run_1/m2.png
Drawn at 3 px/um.
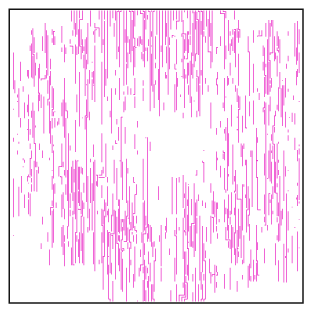
run_1/m3.png
Drawn at 3 px/um.
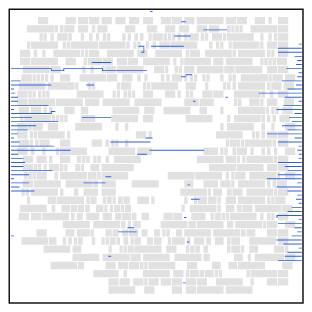
run_1/clock_nets.png
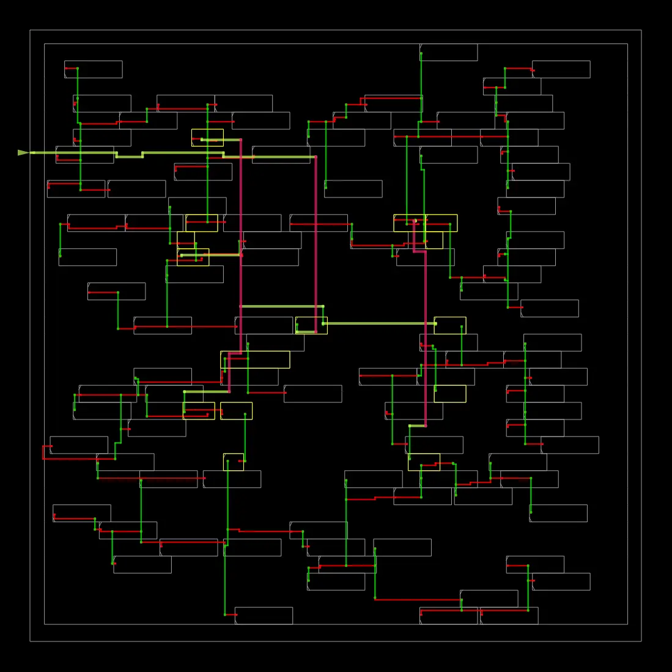
## src/rtl/window_controller.sv

```systemverilog
`timescale 1ns/1ps
// window_controller: valid/ready front-end for the sliding-window buffer. Forwards each
// accepted sample to the windower and launches the encoder after every full/stepped window.
module window_controller #(
    parameter int NUM_CHS     = 4,
    parameter int SAMPLE_SIZE = 16,
    parameter int WINDOW_SIZE = 256,
    parameter int WINDOW_STEP = 128,
    parameter int COUNT_WIDTH = 16
) (
    input  logic                           clk,
    input  logic                           nrst,
    input  logic                           run,
    input  logic                           in_valid,
    output logic                           in_ready,
    input  logic [NUM_CHS*SAMPLE_SIZE-1:0] in_samples,
    output logic                           win_en,
    output logic [NUM_CHS*SAMPLE_SIZE-1:0] win_samples,
    output logic                           enc_start,
    input  logic                           enc_done,
    output logic                           active,
    output logic                           overrun,
    output logic [COUNT_WIDTH-1:0]         win_count
);

    localparam int DW = NUM_CHS * SAMPLE_SIZE;
    localparam int CW = $clog2(WINDOW_SIZE + 1);
    localparam logic [CW-1:0] FILL_LAST = CW'(WINDOW_SIZE - 1);
    localparam logic [CW-1:0] STEP_LAST = CW'(WINDOW_STEP - 1);

    typedef enum logic [2:0] {
        IDLE  = 3'd0,
        FILL  = 3'd1,
        FLUSH = 3'd2,
        START = 3'd3,
        WAIT  = 3'd4,
        STEP  = 3'd5
    } state_t;

    state_t                 state_r;
    state_t                 next_state_s;
    logic [CW-1:0]          samp_cnt_r;
    logic                   in_ready_s;
    logic                   accept_s;
    logic                   win_en_r;
    logic [DW-1:0]          win_samples_r;
    logic                   enc_start_r;
    logic                   active_r;
    logic                   overrun_r;
    logic [COUNT_WIDTH-1:0] win_count_r;

    // The window memory is only writable while collecting samples.
    assign in_ready_s = run && ((state_r == FILL) || (state_r == STEP));
    assign accept_s   = in_valid && in_ready_s;

    // Next-state decode; run-low aborts collection at once but never an in-flight launch.
    always_comb begin
        next_state_s = state_r;
        case (state_r)
            IDLE: begin
                if (run) next_state_s = FILL;
                else     next_state_s = IDLE;
            end
            FILL: begin
                if (!run)                                       next_state_s = IDLE;
                else if (accept_s && (samp_cnt_r == FILL_LAST)) next_state_s = FLUSH;
                else                                            next_state_s = FILL;
            end
            FLUSH:   next_state_s = START;
            START:   next_state_s = WAIT;
            WAIT: begin
                if (enc_done && run)  next_state_s = STEP;
                else if (enc_done)    next_state_s = IDLE;
                else                  next_state_s = WAIT;
            end
            STEP: begin
                if (!run)                                       next_state_s = IDLE;
                else if (accept_s && (samp_cnt_r == STEP_LAST)) next_state_s = FLUSH;
                else                                            next_state_s = STEP;
            end
            default: next_state_s = IDLE;
        endcase
    end

    // State register.
    always_ff @(posedge clk or negedge nrst) begin
        if (!nrst) state_r <= IDLE;
        else       state_r <= next_state_s;
    end

    // Sample counter; zero whenever not collecting, so every FILL/STEP entry starts clean.
    always_ff @(posedge clk or negedge nrst) begin
        if (!nrst)                                     samp_cnt_r <= {CW{1'b0}};
        else if ((state_r != FILL) && (state_r != STEP)) samp_cnt_r <= {CW{1'b0}};
        else if (accept_s)                             samp_cnt_r <= samp_cnt_r + CW'(1);
    end

    // Windower write path: registered sample plus one-cycle enable.
    always_ff @(posedge clk or negedge nrst) begin
        if (!nrst) begin
            win_en_r      <= 1'b0;
            win_samples_r <= {DW{1'b0}};
        end else begin
            win_en_r <= accept_s;
            if (accept_s) win_samples_r <= in_samples;
        end
    end

    // Launch pulse, activity flag, sticky overrun and launch counter.
    always_ff @(posedge clk or negedge nrst) begin
        if (!nrst) begin
            enc_start_r <= 1'b0;
            active_r    <= 1'b0;
            overrun_r   <= 1'b0;
            win_count_r <= {COUNT_WIDTH{1'b0}};
        end else begin
            enc_start_r <= (next_state_s == START);
            active_r    <= (next_state_s != IDLE);
            overrun_r   <= overrun_r | (run && in_valid && !in_ready_s);
            if (state_r == START) win_count_r <= win_count_r + COUNT_WIDTH'(1);
        end
    end

    assign in_ready    = in_ready_s;
    assign win_en      = win_en_r;
    assign win_samples = win_samples_r;
    assign enc_start   = enc_start_r;
    assign active      = active_r;
    assign overrun     = overrun_r;
    assign win_count   = win_count_r;

endmodule

```

## config.mk

```make
export PLATFORM = sky130hd
export DESIGN_NAME = window_controller
export DESIGN_NICKNAME = d
export VERILOG_FILES = /design/src/rtl/window_controller.sv
export SDC_FILE = /design/constraint.sdc
export NUM_CORES = 1
export LEC_CHECK = 0
export ABC_CLOCK_PERIOD_IN_PS = 4100
export CORE_MARGIN = 2
export CORE_UTILIZATION = 45
export CTS_BUF_LIST = sky130_fd_sc_hd__clkbuf_8
export CTS_CLUSTER_DIAMETER = 40
export DETAILED_ROUTE_END_ITERATION = 10
export GPL_TIMING_DRIVEN = 0
export PLACE_DENSITY = 0.89
export RECOVER_POWER = 25
export SYNTH_ARGS = -nofsm -noshare
export SYNTH_HDL_FRONTEND = slang
export SYNTH_SLANG_ARGS = --single-unit
export TNS_END_PERCENT = 30
```

## constraint.sdc

```tcl
create_clock -name clk -period 4.1 [get_ports clk]
set_input_delay 0.82 -clock clk [delete_from_list [all_inputs] [get_ports clk]]
set_output_delay 0.82 -clock clk [all_outputs]
set_load 0.1 [all_outputs]
```

==> summary.log, run 1 <==
qor: power_and_ir_drop.power_density 524 mW/mm2
qor: placed_design.place.detailed.instances 683
qor: routing.wl_met3 562 um
qor: finish.instances_no_fill 698
qor: floorplan.tapCellCount 108
qor: synthesis.synth-main-ff-cell sky130_fd_sc_hd__dfrtp_1
qor: synthesis.netlist_area 0.00393 mm2
qor: grt.global_route.usage.met1 27.0%
qor: clock_tree.hold_buffers 0
qor: synthesis.ys_sh_adder 0.956%
qor: final_timing.maxSlewViolCount 50
qor: power_and_ir_drop.maxPowerGroup combinational logic
qor: final_timing.timing.setup.tns 0 ns
qor: synthesis.syn_nets 493
qor: placed_design.portBuffers 153
qor: clock_tree.clock_tree_from_tritoncts built
qor: routing.route.detailed.vias_per_inst 4.84
qor: worst_hold_path.hold-path-cell-count 1
qor: placed_design.detailed_place_hpwl 7.37 mm
qor: routing.firstDrtPassIters 4
qor: worst_setup_path.timing.critical_path.max_delay_family buffers and inverters
qor: clock_tree.cts-resized-gates 0
qor: grt.grt_max_degree 51
qor: synthesis.top_cells_by_area sky130_fd_sc_hd__dfrtp_1 (61%), sky130_fd_sc_hd__nand2_1 (20%), sky130_fd_sc_hd__xnor2_1 (2.7%)
qor: grt.grt_busiest_layer met2
qor: grt.grt_overflow_total 0
qor: synthesis.synthArstFlopShare 100%
qor: synthesis.top_area_share 61.2%
qor: synthesis.synthMostInstantiatedCell sky130_fd_sc_hd__nand2_1
qor: worst_hold_path.timing.hold.worst_endpoint overrun
qor: finish.most-common-layout-cells sky130_fd_sc_hd__nand2_1 (209), sky130_fd_sc_hd__clkdlybuf4s50_1 (152), sky130_fd_sc_hd__dfrtp_1 (96), sky130_fd_sc_hd__nor2_1 (16), sky130_fd_sc_hd__clkbuf_1 (15)
qor: finish.seq_area_share 41.4%
qor: placed_design.place_ws 0.361 ns
qor: worst_setup_path.crit_cells 4
qor: synthesis.synth_sequential_area_ratio 61.2%
qor: power_and_ir_drop.p_leak 2.76 nW
qor: synthesis.yosys.cell_types.count 37
qor: final_timing.fmax 269 MHz
qor: clock_tree.clk_pin_slew 0.08 ns
qor: floorplan.site_rows 34
qor: synthesis.synth.avg_cell_area 9.33 um2
qor: synthesis.post_synth_main_logic_family simple AND/OR/NAND/NOR gates
qor: worst_setup_path.worst_path_most_repeated_cell sky130_fd_sc_hd__clkdlybuf4s50_1
qor: flow_run.warning_count 26
qor: status.violations_in_the_final_reports capacitance limit, slew limit
qor: floorplan.design.die.area 0.00949 mm2
qor: final_timing.post_route_worst_hold_slack 0.462 ns
qor: routing.met2_length 4.91 mm
qor: clock_tree.cts.sinks 96
qor: worst_setup_path.worst_setup_path_startpoint run
qor: floorplan.io-pin-count 154
qor: final_timing.finalWorstPathRequiredPeriod 3.72 ns
qor: finish.comb_area_share 24.2%
qor: placed_design.placed_cell_area 0.00562 mm2
qor: finish.finish.net_count 658
qor: finish.nonClkBufAreaFrac 28.3%
qor: synthesis.count_of_flip_flops_with_a_built_in_enable_after_synthesis 0
qor: floorplan.floorplanUtilization 45.7%
qor: worst_setup_path.crit-reg2reg-capture win_count[15]
qor: synthesis.yosys.stat.chipArea 0.00393 mm2
qor: synthesis.synth-seq-cells 96
qor: worst_setup_path.worst_path_max_delay_cell sky130_fd_sc_hd__clkdlybuf4s50_1
qor: clock_tree.postCtsSetupRepairBufs 0
qor: worst_setup_path.timing.critical_path.cells clkdlybuf4s50_1 -> inv_1 -> nor2_1 -> clkdlybuf4s50_1
qor: finish.layout.area.comb 0.00140 mm2
qor: finish.layout.cells.most_common sky130_fd_sc_hd__nand2_1
qor: synthesis.cells_in_synth_stat_txt 421
qor: power_and_ir_drop.vdd_ir_drop_max 0.325 mV
qor: worst_hold_path.timing.hold.worst.class reg2reg
qor: grt.antenna_found_initial 0
qor: routing.antenna_violating_nets_post_route 0
qor: power_and_ir_drop.p_int 1.66 mW
qor: worst_setup_path.regToRegSetupSlack 1.95 ns
qor: status.run_status finished with violations
qor: routing.met1_length 4.16 mm
qor: worst_setup_path.worst_setup_path_start_kind primary input
qor: power_and_ir_drop.power_combinational 1.30 mW
qor: final_timing.layout_worst_path_cycle_share 90.8%
qor: finish.regArea 0.00240 mm2
qor: final_timing.slew-limit-headroom -76.9%
qor: synthesis.post_synth_xor_area_fraction 4.68%
qor: flow_run.max_cap_violation_count 1
qor: power_and_ir_drop.power_frac_seq 36.8%
qor: worst_setup_path.timing.critical_path.arrival 2.90 ns
qor: synthesis.synth.cells.most_frequent sky130_fd_sc_hd__nand2_1 (209), sky130_fd_sc_hd__dfrtp_1 (96), sky130_fd_sc_hd__nor2_1 (16)
qor: worst_setup_path.worst_r2r_startpoint state_r[2]
qor: finish.area.growth.synth_to_final 47.9%
qor: synthesis.post_synthesis_share_of_cell_area_spent_on_and_or_nand_and_nor_gates 28.3%
qor: synthesis.syn_inst 421
qor: grt.grt.total_usage 21.6%
qor: floorplan.floorplan.die.height 97.4 um
qor: power_and_ir_drop.power.net_switching 1.38 mW
qor: final_timing.finalSetupViolCount 0
qor: floorplan.width_of_the_die 97.4 um
qor: finish.inverters_excl_clock 5
Notes on m2.png above:
longest straight run	40.8 um
main direction	vertical
Post-Route WL: 9.89 mm
GR Util met2: 36.9%
routed via count: 3,380

Notes on m3.png above:
wire length on this layer	563 um
main direction	horizontal
met3 layer usage reported by global route: 5.25%

Notes on clock_nets.png above:
count of sequential standard cells: 96
Worst-Skew Late Latency: 0.35 ns
number of clock-tree buffers in the layout: 11
power dissipated in the clock network: 0.629 mW
CTS buffer count: 9

run_1/floorplan.png
Drawn at 4 px/um. Pins as bars on the die edge. Tap cells in gray.
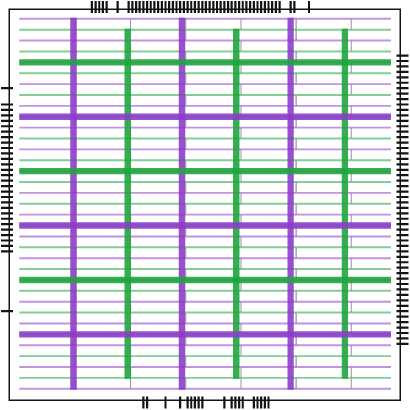

==> run 2, diff against run 1 <==
--- a/config.mk
+++ b/config.mk
@@ -6,13 +6,16 @@
 export NUM_CORES = 1
 export LEC_CHECK = 0
 export ABC_CLOCK_PERIOD_IN_PS = 4100
+export CELL_PAD_IN_SITES_DETAIL_PLACEMENT = 1
+export CELL_PAD_IN_SITES_GLOBAL_PLACEMENT = 1
 export CORE_MARGIN = 2
-export CORE_UTILIZATION = 45
+export CORE_UTILIZATION = 35
 export CTS_BUF_LIST = sky130_fd_sc_hd__clkbuf_8
 export CTS_CLUSTER_DIAMETER = 40
 export DETAILED_ROUTE_END_ITERATION = 10
+export GPL_ROUTABILITY_DRIVEN = 0
 export GPL_TIMING_DRIVEN = 0
-export PLACE_DENSITY = 0.89
+export PLACE_DENSITY = 0.94
 export RECOVER_POWER = 25
 export SYNTH_ARGS = -nofsm -noshare
 export SYNTH_HDL_FRONTEND = slang
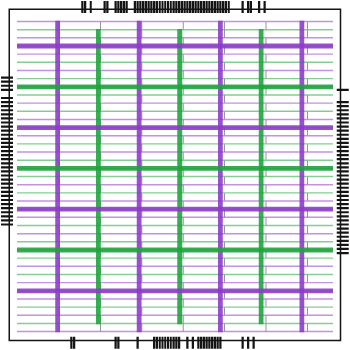
run_2/floorplan.png
Drawn at 3 px/um. Pins as bars on the die edge. Tap cells in gray.
color	net
green	VDD
purple	VSS
signal pins	154
rows	38
met1 rails	39
tap cells	140
Chip Height: 110 um
IR Drop Worst-Case VDD: 0.297 mV
area of the core region: 0.0109 mm2

==> run 2 against run 1 <==
The flow still finishes with violations (capacitance limit, slew limit). Worst hold slack better by 0.010 ns. Critical path depth unchanged. First-iteration DRC count up 93%. Critical endpoint unchanged. Sequential power about the same. Final cell count up 4.7%. Register-to-register slack worse by 0.07 ns.
==> summary.log, run 2 <==
qor: clock_tree.hold_buffers 0
qor: clock_tree.clk_pin_slew 0.09 ns
qor: grt.global_route.usage.met1 22.1%
qor: synthesis.ys_sh_adder 0.956%
qor: placed_design.place.detailed.instances 715
qor: synthesis.yosys.stat.chipArea 0.00393 mm2
qor: routing.route.detailed.vias_per_inst 4.77
qor: routing.met1_length 4.42 mm
qor: worst_setup_path.worst_setup_path_start_kind primary input
qor: flow_run.max_cap_violation_count 1
qor: grt.met3_usage 4.62%
qor: placed_design.portBuffers 153
qor: finish.instances_no_fill 731
qor: finish.seq_cell_count 96
qor: synthesis.post_synth_main_logic_family simple AND/OR/NAND/NOR gates
qor: synthesis.cells_in_synth_stat_txt 421
qor: finish.regArea 0.00240 mm2
qor: worst_setup_path.timing.critical_path.arrival 2.97 ns
qor: grt.grt.total_usage 19.9%
qor: worst_setup_path.crit_cells 4
qor: worst_setup_path.worst_path_most_repeated_cell sky130_fd_sc_hd__clkdlybuf4s50_1
qor: floorplan.width_of_the_die 110 um
qor: grt.antenna_found_initial 0
qor: clock_tree.cts.sinks 96
qor: routing.routed_via_count 3,485
qor: worst_setup_path.crit-reg2reg-capture win_count[15]
qor: final_timing.finalWorstPathRequiredPeriod 3.79 ns
qor: finish.inverters_excl_clock 5
qor: routing.wl_met3 631 um
qor: synthesis.yosys.cell_types.count 37
qor: power_and_ir_drop.powerClk 0.666 mW
qor: worst_hold_path.timing.hold.worst_endpoint overrun
qor: grt.grt_busiest_layer met2
qor: power_and_ir_drop.power_combinational 1.31 mW
qor: finish.layout.area.comb 0.00140 mm2
qor: finish.nonClkBufAreaFrac 28.0%
qor: clock_tree.cts-buffers-inserted 9
qor: grt.gr-usage-met2 35.9%
qor: worst_hold_path.hold-path-cell-count 1
qor: final_timing.maxSlewViolCount 48
qor: synthesis.synth_sequential_area_ratio 61.2%
qor: finish.layout.cells.most_common sky130_fd_sc_hd__nand2_1
qor: final_timing.timing.setup.tns 0 ns
qor: synthesis.synth.avg_cell_area 9.33 um2
qor: synthesis.post_synth_xor_area_fraction 4.68%
qor: final_timing.fmax 264 MHz
qor: power_and_ir_drop.power_density 528 mW/mm2
qor: power_and_ir_drop.maxPowerGroup combinational logic
qor: synthesis.top_cells_by_area sky130_fd_sc_hd__dfrtp_1 (61%), sky130_fd_sc_hd__nand2_1 (20%), sky130_fd_sc_hd__xnor2_1 (2.7%)
qor: clock_tree.insertion_delay 0.38 ns
qor: finish.clock_buffers 12
qor: synthesis.synthArstFlopShare 100%
qor: status.run_status finished with violations
qor: power_and_ir_drop.p_int 1.68 mW
qor: status.violations_in_the_final_reports capacitance limit, slew limit
qor: grt.grt_overflow_total 0
qor: clock_tree.cts-resized-gates 0
qor: worst_setup_path.regToRegSetupSlack 1.88 ns
qor: power_and_ir_drop.power_frac_seq 36.3%
qor: synthesis.synth-main-ff-cell sky130_fd_sc_hd__dfrtp_1
qor: final_timing.layout_worst_path_cycle_share 92.4%
qor: finish.seq_area_share 41.0%
qor: synthesis.synthMostInstantiatedCell sky130_fd_sc_hd__nand2_1
qor: final_timing.finalSetupViolCount 0
qor: clock_tree.postCtsSetupRepairBufs 0
qor: worst_setup_path.timing.critical_path.cells clkdlybuf4s50_1 -> inv_1 -> nor2_1 -> clkdlybuf4s50_1
qor: synthesis.syn_inst 421
qor: grt.grt_max_degree 50
qor: power_and_ir_drop.power.net_switching 1.41 mW
qor: placed_design.detailed_place_hpwl 8.89 mm
qor: flow_run.warning_count 26
qor: final_timing.slew-limit-headroom -78.1%
qor: placed_design.placed_cell_area 0.00566 mm2
qor: floorplan.io-pin-count 154
qor: synthesis.count_of_flip_flops_with_a_built_in_enable_after_synthesis 0
qor: routing.met2_length 6.34 mm
qor: final_timing.post_route_worst_hold_slack 0.472 ns
qor: floorplan.site_rows 38
qor: placed_design.place_ws 0.325 ns
No activity file was given, so power comes from the tool's default toggle rates.
